$ cat src/rtl/cim_seq_pkg.sv
// cim_seq_pkg: FSM state encoding and counter-width helpers shared by the CiM operator sequencer
package cim_seq_pkg;
    localparam logic [2:0] S_IDLE    = 3'd0;
    localparam logic [2:0] S_LOAD_W  = 3'd1;
    localparam logic [2:0] S_WAIT_A  = 3'd2;
    localparam logic [2:0] S_COMPUTE = 3'd3;
    localparam logic [2:0] S_DRAIN   = 3'd4;
    localparam logic [2:0] S_RESULT  = 3'd5;
    localparam logic [2:0] S_DONE    = 3'd6;

    function automatic int cnt_w(input int n);
        return n > 1 ? $clog2(n) : 1;
    endfunction

    function automatic int plane_w(input int act_w);
        return cnt_w(act_w);
    endfunction

    function automatic int row_w(input int rows);
        return cnt_w(rows);
    endfunction
endpackage

$ cat src/rtl/dff.sv
// dff: enable-gated register bank with asynchronous active-low clear
module dff #(
    parameter int WIDTH = 1
) (
    input  logic             clk,
    input  logic             rst_n_i,
    input  logic             en_i,
    input  logic [WIDTH-1:0] d_i,
    output logic [WIDTH-1:0] q_o
);
    always_ff @(posedge clk or negedge rst_n_i) begin
        if (!rst_n_i) q_o <= '0;
        else if (en_i) q_o <= d_i;
    end
endmodule

$ cat src/rtl/cim_op_seq.sv
// cim_op_seq: sequences one ternary matrix-vector operator on the CiM macro,
// loading weight rows, streaming activation bit-planes MSB first and handing off results.
module cim_op_seq
    import cim_seq_pkg::*;
#(
    parameter int ROWS    = 16,
    parameter int COLS    = 16,
    parameter int ACT_W   = 8,
    parameter int MAC_LAT = 2,
    parameter int NVEC_W  = 8
) (
    input  logic                      clk,
    input  logic                      rst_n_i,
    input  logic                      start_i,
    input  logic                      reload_w_i,
    input  logic [NVEC_W-1:0]         cfg_nvec_i,
    output logic                      busy_o,
    output logic                      done_o,
    input  logic                      w_valid_i,
    output logic                      w_ready_o,
    input  logic [2*COLS-1:0]         w_data_i,
    output logic [ROWS-1:0]           wrow_en_o,
    output logic [2*COLS-1:0]         wrow_data_o,
    input  logic                      a_valid_i,
    output logic                      a_ready_o,
    input  logic [ROWS*ACT_W-1:0]     a_data_i,
    output logic                      cim_en_o,
    output logic [ROWS-1:0]           a_bit_o,
    output logic [plane_w(ACT_W)-1:0] plane_o,
    output logic                      acc_clr_o,
    output logic                      acc_neg_o,
    output logic                      res_valid_o,
    input  logic                      res_ready_i
);
    localparam int RW = row_w(ROWS);
    localparam int PW = plane_w(ACT_W);
    localparam int DW = cnt_w(MAC_LAT + 1);

    logic [2:0]            state, state_nxt;
    logic [RW-1:0]         row_cnt;
    logic [DW-1:0]         drain_cnt;
    logic [NVEC_W-1:0]     vec_cnt, nvec_q;
    logic                  single_q;
    logic [ROWS*ACT_W-1:0] vec_q, vec_src;
    logic [PW-1:0]         plane_nxt;
    logic [ROWS-1:0]       a_bit_nxt;
    logic                  start_acc, w_hs, a_hs, r_hs, last_row, last_drain, last_vec;

    assign w_ready_o   = state == S_LOAD_W;
    assign a_ready_o   = state == S_WAIT_A;
    assign res_valid_o = state == S_RESULT;

    assign start_acc  = start_i && state == S_IDLE;
    assign w_hs       = w_valid_i && w_ready_o;
    assign a_hs       = a_valid_i && a_ready_o;
    assign r_hs       = res_valid_o && res_ready_i;
    assign last_row   = row_cnt == RW'(ROWS - 1);
    assign last_drain = drain_cnt == DW'(MAC_LAT - 1);
    assign last_vec   = single_q || vec_cnt == nvec_q - 1'b1;

    // The first plane is taken straight from the bus since the latch is loading in the same cycle.
    assign plane_nxt = a_hs ? PW'(ACT_W - 1) : plane_o - 1'b1;
    assign vec_src   = a_hs ? a_data_i : vec_q;

    dff #(.WIDTH(ROWS*ACT_W)) u_act (
        .clk(clk), .rst_n_i(rst_n_i), .en_i(a_hs), .d_i(a_data_i), .q_o(vec_q)
    );

    // Top bit flags a zero/one-vector op so the count compare never needs nvec-1 of zero.
    dff #(.WIDTH(NVEC_W+1)) u_cfg (
        .clk(clk), .rst_n_i(rst_n_i), .en_i(start_acc),
        .d_i({cfg_nvec_i == '0, cfg_nvec_i}), .q_o({single_q, nvec_q})
    );

    for (genvar r = 0; r < ROWS; r++) begin : g_bit
        logic [ACT_W-1:0] elem;
        assign elem         = vec_src[r*ACT_W +: ACT_W];
        assign a_bit_nxt[r] = elem[plane_nxt];
    end

    always_comb begin
        state_nxt = state;
        case (state)
            S_IDLE:    if (start_i) state_nxt = reload_w_i ? S_LOAD_W : S_WAIT_A;
            S_LOAD_W:  if (w_hs && last_row) state_nxt = S_WAIT_A;
            S_WAIT_A:  if (a_hs) state_nxt = S_COMPUTE;
            S_COMPUTE: if (plane_o == '0) state_nxt = MAC_LAT > 0 ? S_DRAIN : S_RESULT;
            S_DRAIN:   if (last_drain) state_nxt = S_RESULT;
            S_RESULT:  if (res_ready_i) state_nxt = last_vec ? S_DONE : S_WAIT_A;
            default:   state_nxt = S_IDLE;
        endcase
    end

    always_ff @(posedge clk or negedge rst_n_i) begin
        if (!rst_n_i) begin
            state       <= S_IDLE;
            row_cnt     <= '0;
            drain_cnt   <= '0;
            vec_cnt     <= '0;
            busy_o      <= 1'b0;
            done_o      <= 1'b0;
            wrow_en_o   <= '0;
            wrow_data_o <= '0;
            cim_en_o    <= 1'b0;
            a_bit_o     <= '0;
            plane_o     <= '0;
            acc_clr_o   <= 1'b0;
            acc_neg_o   <= 1'b0;
        end else begin
            state       <= state_nxt;
            row_cnt     <= start_acc ? '0 : w_hs ? (last_row ? '0 : row_cnt + 1'b1) : row_cnt;
            drain_cnt   <= state == S_DRAIN ? drain_cnt + 1'b1 : '0;
            vec_cnt     <= start_acc ? '0 : r_hs ? vec_cnt + 1'b1 : vec_cnt;
            busy_o      <= state_nxt != S_IDLE;
            done_o      <= state_nxt == S_DONE;
            wrow_en_o   <= w_hs ? ROWS'(1) << row_cnt : '0;
            if (w_hs) wrow_data_o <= w_data_i;
            cim_en_o    <= state_nxt == S_COMPUTE;
            plane_o     <= state_nxt == S_COMPUTE ? plane_nxt : '0;
            a_bit_o     <= state_nxt == S_COMPUTE ? a_bit_nxt : '0;
            acc_clr_o   <= a_hs;
            acc_neg_o   <= a_hs;
        end
    end
endmodule

$ cat config.mk
export PLATFORM = sky130hd
export DESIGN_NAME = cim_op_seq
export DESIGN_NICKNAME = d
export VERILOG_FILES = /design/src/rtl/cim_seq_pkg.sv /design/src/rtl/dff.sv /design/src/rtl/cim_op_seq.sv
export SDC_FILE = /design/constraint.sdc
export NUM_CORES = 1
export LEC_CHECK = 0
export ABC_AREA = 0
export CORE_MARGIN = 5
export CORE_UTILIZATION = 45
export DETAILED_ROUTE_END_ITERATION = 10
export PLACE_DENSITY = 0.76
export SYNTH_ARGS = -nofsm -noshare
export SYNTH_HDL_FRONTEND = slang
export SYNTH_HIERARCHICAL = 1
export SYNTH_SLANG_ARGS = --single-unit
$ cat constraint.sdc
create_clock -name clk -period 2.8 [get_ports clk]
set_input_delay 0.56 -clock clk [delete_from_list [all_inputs] [get_ports clk]]
set_output_delay 0.56 -clock clk [all_outputs]
set_load 0.1 [all_outputs]
Figure 1. Register map, names as in the netlist (run 1).
(2 px per um) Other sequential cells in the stronger grey, the rest of the logic in the fainter grey.
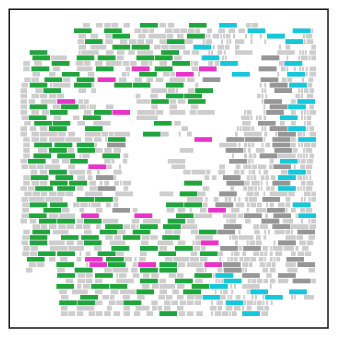
cyan -> `wrow_data_o`  # placed flops 32
green -> `u_act/q_o`  # placed flops 128
magenta -> `a_bit_o`  # placed flops 16
Seq area share: 0.424
Flop area: 5630 sq um
Core Util, Final: 0.611
Seq power: 5.41 mW

Figure 2. Congestion heat map (run 1).
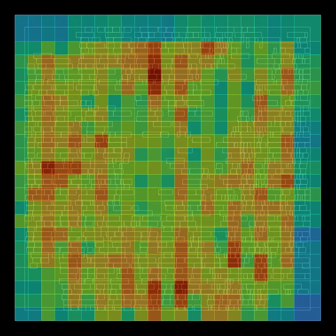
GR peak layer: met2
GR Layer Usage met1: 0.225
gr usage total: 0.184
met3 Track Usage GR: 0.0612
wire per inst: 18.1 um

==> results.sh, run 1 <==
# flow metrics
export IMPL_cpMaxStageDelayCell="dfrtp_1"
export IMPL_via_count=6509
export IMPL_top_area_cell="dfrtp_1"
export IMPL_drtPass1Iterations=4
export IMPL_intPower_mw=9.37
export IMPL_drv_slew=0
export IMPL_hp_class="input port to asynchronous set/reset pin"
export IMPL_logic_area_sq_um=3940
export IMPL_viasPerCell=5.06
export IMPL_cts_sinks=225
export IMPL_fin_area_sq_um=13300
export IMPL_crit_family="flip-flops"
export IMPL_port_buffers=249
export IMPL_initCoreUtil=0.457
export IMPL_logic_gates=458
export IMPL_top_cells_by_count="dfrtp_1 (225), mux2_2 (128), nand2_1 (116), nor2_1 (40), mux4_2 (32)"
export IMPL_combPwrFrac=0.459
export IMPL_peakVddDrop_v=0.000594
export IMPL_synth_cell_types=46
export IMPL_routed_wl_um=23300
export IMPL_pg_comb_mw=7.26
export IMPL_grt_pass1_vias=6953
export IMPL_r2r_end="done_o"
export IMPL_comb_cell_share=0.296
export IMPL_dpl_cell_count=1241
export IMPL_cts_resized=0
export IMPL_simple_gate_share=0.0896
export IMPL_hold_viol_final=0
export IMPL_yosysCellCount=741
export IMPL_cts_hold_buf=0
export IMPL_grt_max_degree=84
export IMPL_synth_area_sq_um=9940
export IMPL_clk_path_buf_depth=3
export IMPL_grt_overflow_total=0
export IMPL_yosysSeqAreaShare=0.567
export IMPL_slew_headroom=0.567
export IMPL_die_y_um=159
export IMPL_cts_tree="built"
export IMPL_period_used=0.820
export IMPL_start_kind="flop"
export IMPL_mux_share=0.249
export IMPL_place_hpwl_um=16400
export IMPL_worst_pin_slew_ns=0.650
export IMPL_nFlopsAndLatches=225
export IMPL_fin_crit_ns=2.29
export IMPL_drc_errors=0
export IMPL_dpl_cell_area_sq_um=12500
export IMPL_clk_latency_ns=0.53
export IMPL_final_cell_mix="dfrtp_1 (224), clkdlybuf4s50_1 (173), mux2_2 (128), nand2_1 (115), buf_4 (85)"
export IMPL_root_buffer="clkbuf_16"
export IMPL_ys_area_sq_um=9940
export IMPL_yosysMostFrequentCell="dfrtp_1"
export IMPL_seqPwrFrac=0.343
export IMPL_setup_worst_path_end_class="output pin"
export IMPL_regToRegSetupSlack_ns=0.75
export IMPL_path_cells="and2b_2 > nor2b_1 > buf_4"
export IMPL_fill_cells=1676
export IMPL_n_antenna_cell=1
export IMPL_pre_cts_slack_ns=0.481
export IMPL_io_pins=250
export IMPL_cts_reportedPaths_clkPinSlew_ns=0.06
export IMPL_switchingPower_mw=6.43
export IMPL_tool_warnings=30
export IMPL_r2r_start="state[0]"
export IMPL_pg_clk_mw=3.13
export IMPL_critPathCapture="a_ready_o"
export IMPL_status="finished clean"
export IMPL_post_cts_buffers=0
export IMPL_die_w_um=159
export IMPL_top_layer_used="met5"
export IMPL_cp_max_fo=8
export IMPL_ff_type="dfrtp_1"
export IMPL_ant_nets=0
export IMPL_r2r_cells=7
export IMPL_top_area_frac=0.567
export IMPL_critPathBufInv=1
export IMPL_htree_levels=1
export IMPL_gr_usage_met2=0.316
export IMPL_coreArea_sq_um=21800
export IMPL_largestRegisters="u_act/q_o (128), wrow_data_o (32)"
Figure 3. Sizing map (run 1).
(3 px per um)
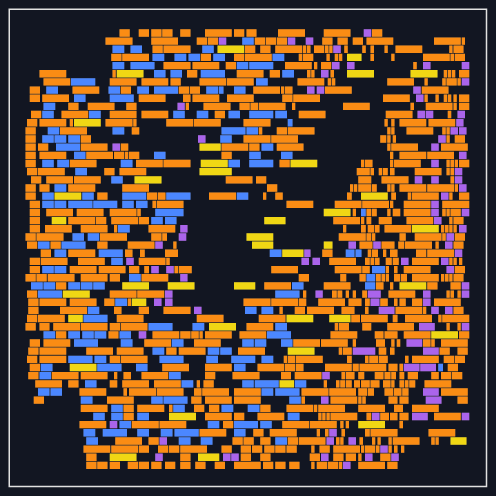
blue -> drive 2  # cells 170, share 17%, most used mux2_2
orange -> drive 1 or less  # cells 697, share 69%, most used dfrtp_1
yellow -> drive 6 and up  # cells 40, share 4.0%, most used clkbuf_16
purple -> drive 3 to 4  # cells 99, share 9.8%, most used buf_4
final worst slack: 0.505 ns
Layout area overhead: 33.7%
nonclk buf count: 266

Figure 4. M2 wires (run 1).
(2 px per um)
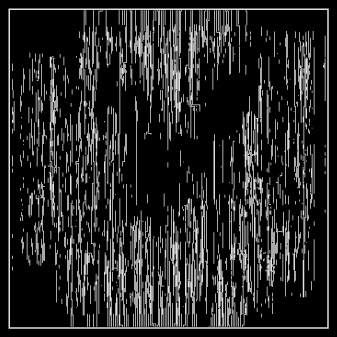

==> run 2, diff against run 1 <==
Clock period 2.8 ns to 2.23 ns, I/O delays scaled along.
Figure 5. M2 wires (run 2).
(2 px per um)
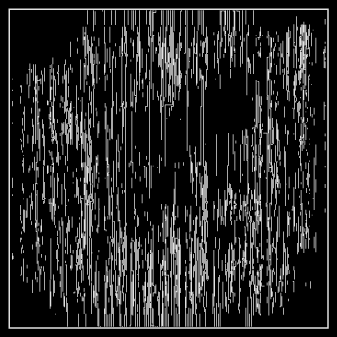
share of all routed wire = 49%
main direction = vertical
longest straight run = 103 um

==> run 2 against run 1 <==
Effect of this change: worst setup slack got worse by 0.40 ns; clock power rose by 29%; combinational power rose by about 30%; area after synthesis unchanged; non-clock buffer count grew 5; clock-buffer cell count decreased by 3; via count up 1.9%; critical path depth is the same; sequential share of layout area decreased by 0.57 points; register-to-register slack worse by 0.48 ns.
==> results.sh, run 2 <==
# flow metrics
export IMPL_final_cell_mix="dfrtp_1 (222), clkdlybuf4s50_1 (173), mux2_2 (128), nand2_1 (115), buf_4 (80)"
export IMPL_post_cts_buffers=0
export IMPL_use_met1=0.237
export IMPL_fin_ws_ns=0.104
export IMPL_routed_wl_um=23600
export IMPL_htree_levels=1
export IMPL_ff_type="dfrtp_1"
export IMPL_holdWs_ns=0.371
export IMPL_register_area_sq_um=5640
export IMPL_r2r_start="u_cfg/q_o[1]"
export IMPL_clk_path_buf_depth=3
export IMPL_cts_buffers=25
export IMPL_gr_usage_met2=0.315
export IMPL_yosysMostFrequentCell="dfrtp_1"
export IMPL_cts_hold_buf=1
export IMPL_grt_overflow_total=0
export IMPL_seq_power_mw=6.79
export IMPL_crit_type="flop to output pin"
export IMPL_ys_area_sq_um=9940
export IMPL_xor_area_frac=0.0132
export IMPL_pg_comb_mw=9.41
export IMPL_cpMaxStageDelayCell="dfrtp_2"
export IMPL_seq_share=0.418
export IMPL_drc_errors=0
export IMPL_viasPerCell=5.14
export IMPL_hp_class="input port to asynchronous set/reset pin"
export IMPL_clk_latency_ns=0.51
export IMPL_drv_slew=0
export IMPL_top_cells_by_count="dfrtp_1 (225), mux2_2 (128), nand2_1 (116), nor2_1 (40), mux4_2 (32)"
export IMPL_crit_required_ns=1.78
export IMPL_slew_headroom=0.712
export IMPL_swShare=0.403
export IMPL_die_w_um=159
export IMPL_pre_cts_slack_ns=0.0937
export IMPL_leakage_nw=5.93
export IMPL_pg_clk_mw=4.05
export IMPL_coreArea_sq_um=21800
export IMPL_r2r_cells=7
export IMPL_initCoreUtil=0.457
export IMPL_taps=280
export IMPL_switchingPower_mw=8.15
export IMPL_fin_cells=1290
export IMPL_synth_cells=741
export IMPL_comb_cell_share=0.293
export IMPL_yosysWarnings=6
export IMPL_area_growth_pct=35.6
export IMPL_crit_cells=3
export IMPL_tool_warnings=31
export IMPL_grt_max_degree=65
export IMPL_nNonClkBuffers=271
export IMPL_yosysSeqAreaShare=0.567
export IMPL_via_count=6634
export IMPL_peakVddDrop_v=0.000795
export IMPL_start_kind="flop"
export IMPL_top_area_frac=0.567
export IMPL_mux_share=0.249
export IMPL_hold_viol_final=0
export IMPL_seqPwrFrac=0.335
export IMPL_rsz0062_at_grt="false"
export IMPL_fin_crit_ns=2.13
export IMPL_r2r_end="done_o"
export IMPL_fin_total_pwr_mw=20.2
export IMPL_antenna_found_initial=4
export IMPL_slowest_delay_ns=0.47
export IMPL_n_antenna_cell=0
export IMPL_area_share_nonclk_buffers=0.199
export IMPL_crit_family="simple AND/OR/NAND/NOR gates"
export IMPL_yosys_area_share_aoi=0.0291
export IMPL_largestRegisters="u_act/q_o (128), wrow_data_o (32)"
export IMPL_synthArstFlopShare=1.00
export IMPL_cap_violations=0
export IMPL_grt_pass1_vias=7124
export IMPL_synth_cell_types=46
export IMPL_combPwrFrac=0.465
export IMPL_avgRoutedWirePerCell_um=18.3
export IMPL_busiest_layer="met2"
export IMPL_final_clk_cell_share=0.0605
export IMPL_fmax_ghz=0.470
export IMPL_cp_max_fo=8
export IMPL_intPower_mw=12.1
export IMPL_logic_area_sq_um=3950
export IMPL_logic_family="multiplexers"
export IMPL_cts_resized=0
export IMPL_port_buffers=249
export IMPL_critPathCapture="a_ready_o"
export IMPL_synth_nets=927
export IMPL_track_usage=0.186
export IMPL_worst_pin_slew_ns=0.421
export IMPL_worstPathArrival_ns=1.68
export IMPL_final_common_cell="dfrtp_1"
export IMPL_fill_cells=1712
export IMPL_cts_reportedPaths_clkPinSlew_ns=0.06
export IMPL_simple_gate_share=0.0896
export IMPL_period_used=0.954
export IMPL_topCellsByArea="dfrtp_1 (57%), mux2_2 (15%), mux4_2 (7.3%), nand2_1 (4.4%), mux2i_1 (1.8%)"
export IMPL_layout_drive_gt1_share=0.316
export IMPL_die_y_um=159
export IMPL_clock_skew_ns=0.0113
export IMPL_nFlopsAndLatches=225
export IMPL_cts_sinks=225
export IMPL_dpl_cell_count=1245
export IMPL_setup_worst_path_end_class="output pin"
export IMPL_top_area_cell="dfrtp_1"
export IMPL_gr_usage_met3=0.0647
export IMPL_nClkBuffers=35
export IMPL_top_register="u_act/q_o"
export IMPL_io_pins=250
export IMPL_yosysCellCount=741
export IMPL_largest_reg_flops=128
export IMPL_row_count=54
export IMPL_top_layer_used="met5"
export IMPL_ant_nets=0
export IMPL_inverters=12
export IMPL_drtIter0Drc=227
export IMPL_syn_area_per_cell_sq_um=13.4
export IMPL_route_met2_wl_um=11500
export IMPL_critPathBufInv=1
export IMPL_largest_class="sequential cells"
export IMPL_dpl_cell_area_sq_um=12600
export IMPL_maxPowerGroup="combinational cells"
export IMPL_setup_tns_ns=0
export IMPL_wl_met1_um=9350
export IMPL_gp_congestion=0.773
export IMPL_logic_gates=458
export IMPL_status="finished clean"
export IMPL_route_met3_wl_um=2380
export IMPL_root_buffer="clkbuf_16"
export IMPL_cts_tree="built"
export IMPL_drtPass1Iterations=6
export IMPL_regToRegSetupSlack_ns=0.27
export IMPL_path_cells="and2b_2 > nor2b_2 > buf_12"
export IMPL_fin_area_sq_um=13500
export IMPL_final_core_util=0.619
export IMPL_place_hpwl_um=16800
export IMPL_synth_area_sq_um=9940
==> run 3, diff against run 2 <==
Settings changed: CAP_MARGIN set to 20, SKIP_LAST_GASP set to 1.
Figure 6. Register map, names as in the netlist (run 3).
(2 px per um) Other sequential cells in the stronger grey, the rest of the logic in the fainter grey.
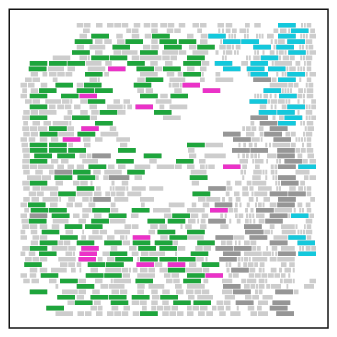
green -> `u_act/q_o`  # placed flops 128
cyan -> `wrow_data_o`  # placed flops 32
magenta -> `a_bit_o`  # placed flops 16
Flop area: 5640 sq um
Seq power: 6.79 mW
Seq area share: 0.418
Core Util, Final: 0.619

==> run 3 against run 2 <==
Effect of this change: hold slack is the same; first-iteration DRC count is the same; final cell count is the same; total power is the same; clock skew is the same; sequential power is essentially flat; clock power is essentially flat; die size is the same; critical path type unchanged; critical endpoint unchanged.
==> results.sh, run 3 <==
# flow metrics
export IMPL_final_cell_mix="dfrtp_1 (222), clkdlybuf4s50_1 (173), mux2_2 (128), nand2_1 (115), buf_4 (80)"
export IMPL_crit_family="simple AND/OR/NAND/NOR gates"
export IMPL_worstPathArrival_ns=1.68
export IMPL_topCellsByArea="dfrtp_1 (57%), mux2_2 (15%), mux4_2 (7.3%), nand2_1 (4.4%), mux2i_1 (1.8%)"
export IMPL_pg_comb_mw=9.41
export IMPL_top_cells_by_count="dfrtp_1 (225), mux2_2 (128), nand2_1 (116), nor2_1 (40), mux4_2 (32)"
export IMPL_simple_gate_share=0.0896
export IMPL_setup_worst_path_end_class="output pin"
export IMPL_port_buffers=249
export IMPL_place_hpwl_um=16800
export IMPL_route_met3_wl_um=2380
export IMPL_critPathBufInv=1
export IMPL_nFlopsAndLatches=225
export IMPL_synth_cells=741
export IMPL_status="finished clean"
export IMPL_regToRegSetupSlack_ns=0.27
export IMPL_layout_drive_gt1_share=0.316
export IMPL_r2r_cells=7
export IMPL_cts_buffers=25
export IMPL_gr_usage_met2=0.315
export IMPL_gp_congestion=0.773
export IMPL_xor_area_frac=0.0132
export IMPL_synth_cell_types=46
export IMPL_grt_pass1_vias=7124
export IMPL_yosysCellCount=741
export IMPL_routed_wl_um=23600
export IMPL_slew_headroom=0.712
export IMPL_start_kind="flop"
export IMPL_crit_type="flop to output pin"
export IMPL_maxPowerGroup="combinational cells"
export IMPL_slowest_delay_ns=0.47
export IMPL_nNonClkBuffers=271
export IMPL_r2r_start="u_cfg/q_o[1]"
export IMPL_via_count=6634
export IMPL_taps=280
export IMPL_ant_nets=0
export IMPL_fin_total_pwr_mw=20.2
export IMPL_post_cts_buffers=0
export IMPL_drc_errors=0
export IMPL_holdWs_ns=0.371
export IMPL_hold_viol_final=0
export IMPL_top_register="u_act/q_o"
export IMPL_logic_family="multiplexers"
export IMPL_path_cells="and2b_2 > nor2b_2 > buf_12"
export IMPL_cp_max_fo=8
export IMPL_crit_required_ns=1.78
export IMPL_drv_slew=0
export IMPL_dpl_cell_area_sq_um=12600
export IMPL_intPower_mw=12.1
export IMPL_largest_reg_flops=128
export IMPL_busiest_layer="met2"
export IMPL_fin_cells=1290
export IMPL_worst_pin_slew_ns=0.421
export IMPL_ys_area_sq_um=9940
export IMPL_final_clk_cell_share=0.0605
export IMPL_synth_nets=927
export IMPL_synth_area_sq_um=9940
export IMPL_cts_reportedPaths_clkPinSlew_ns=0.06
export IMPL_initCoreUtil=0.457
export IMPL_critPathCapture="a_ready_o"
export IMPL_clock_skew_ns=0.0113
export IMPL_antenna_found_initial=4
export IMPL_synthArstFlopShare=1.00
export IMPL_fmax_ghz=0.470
export IMPL_fin_crit_ns=2.13
Power is estimated from default activity; no workload was simulated.
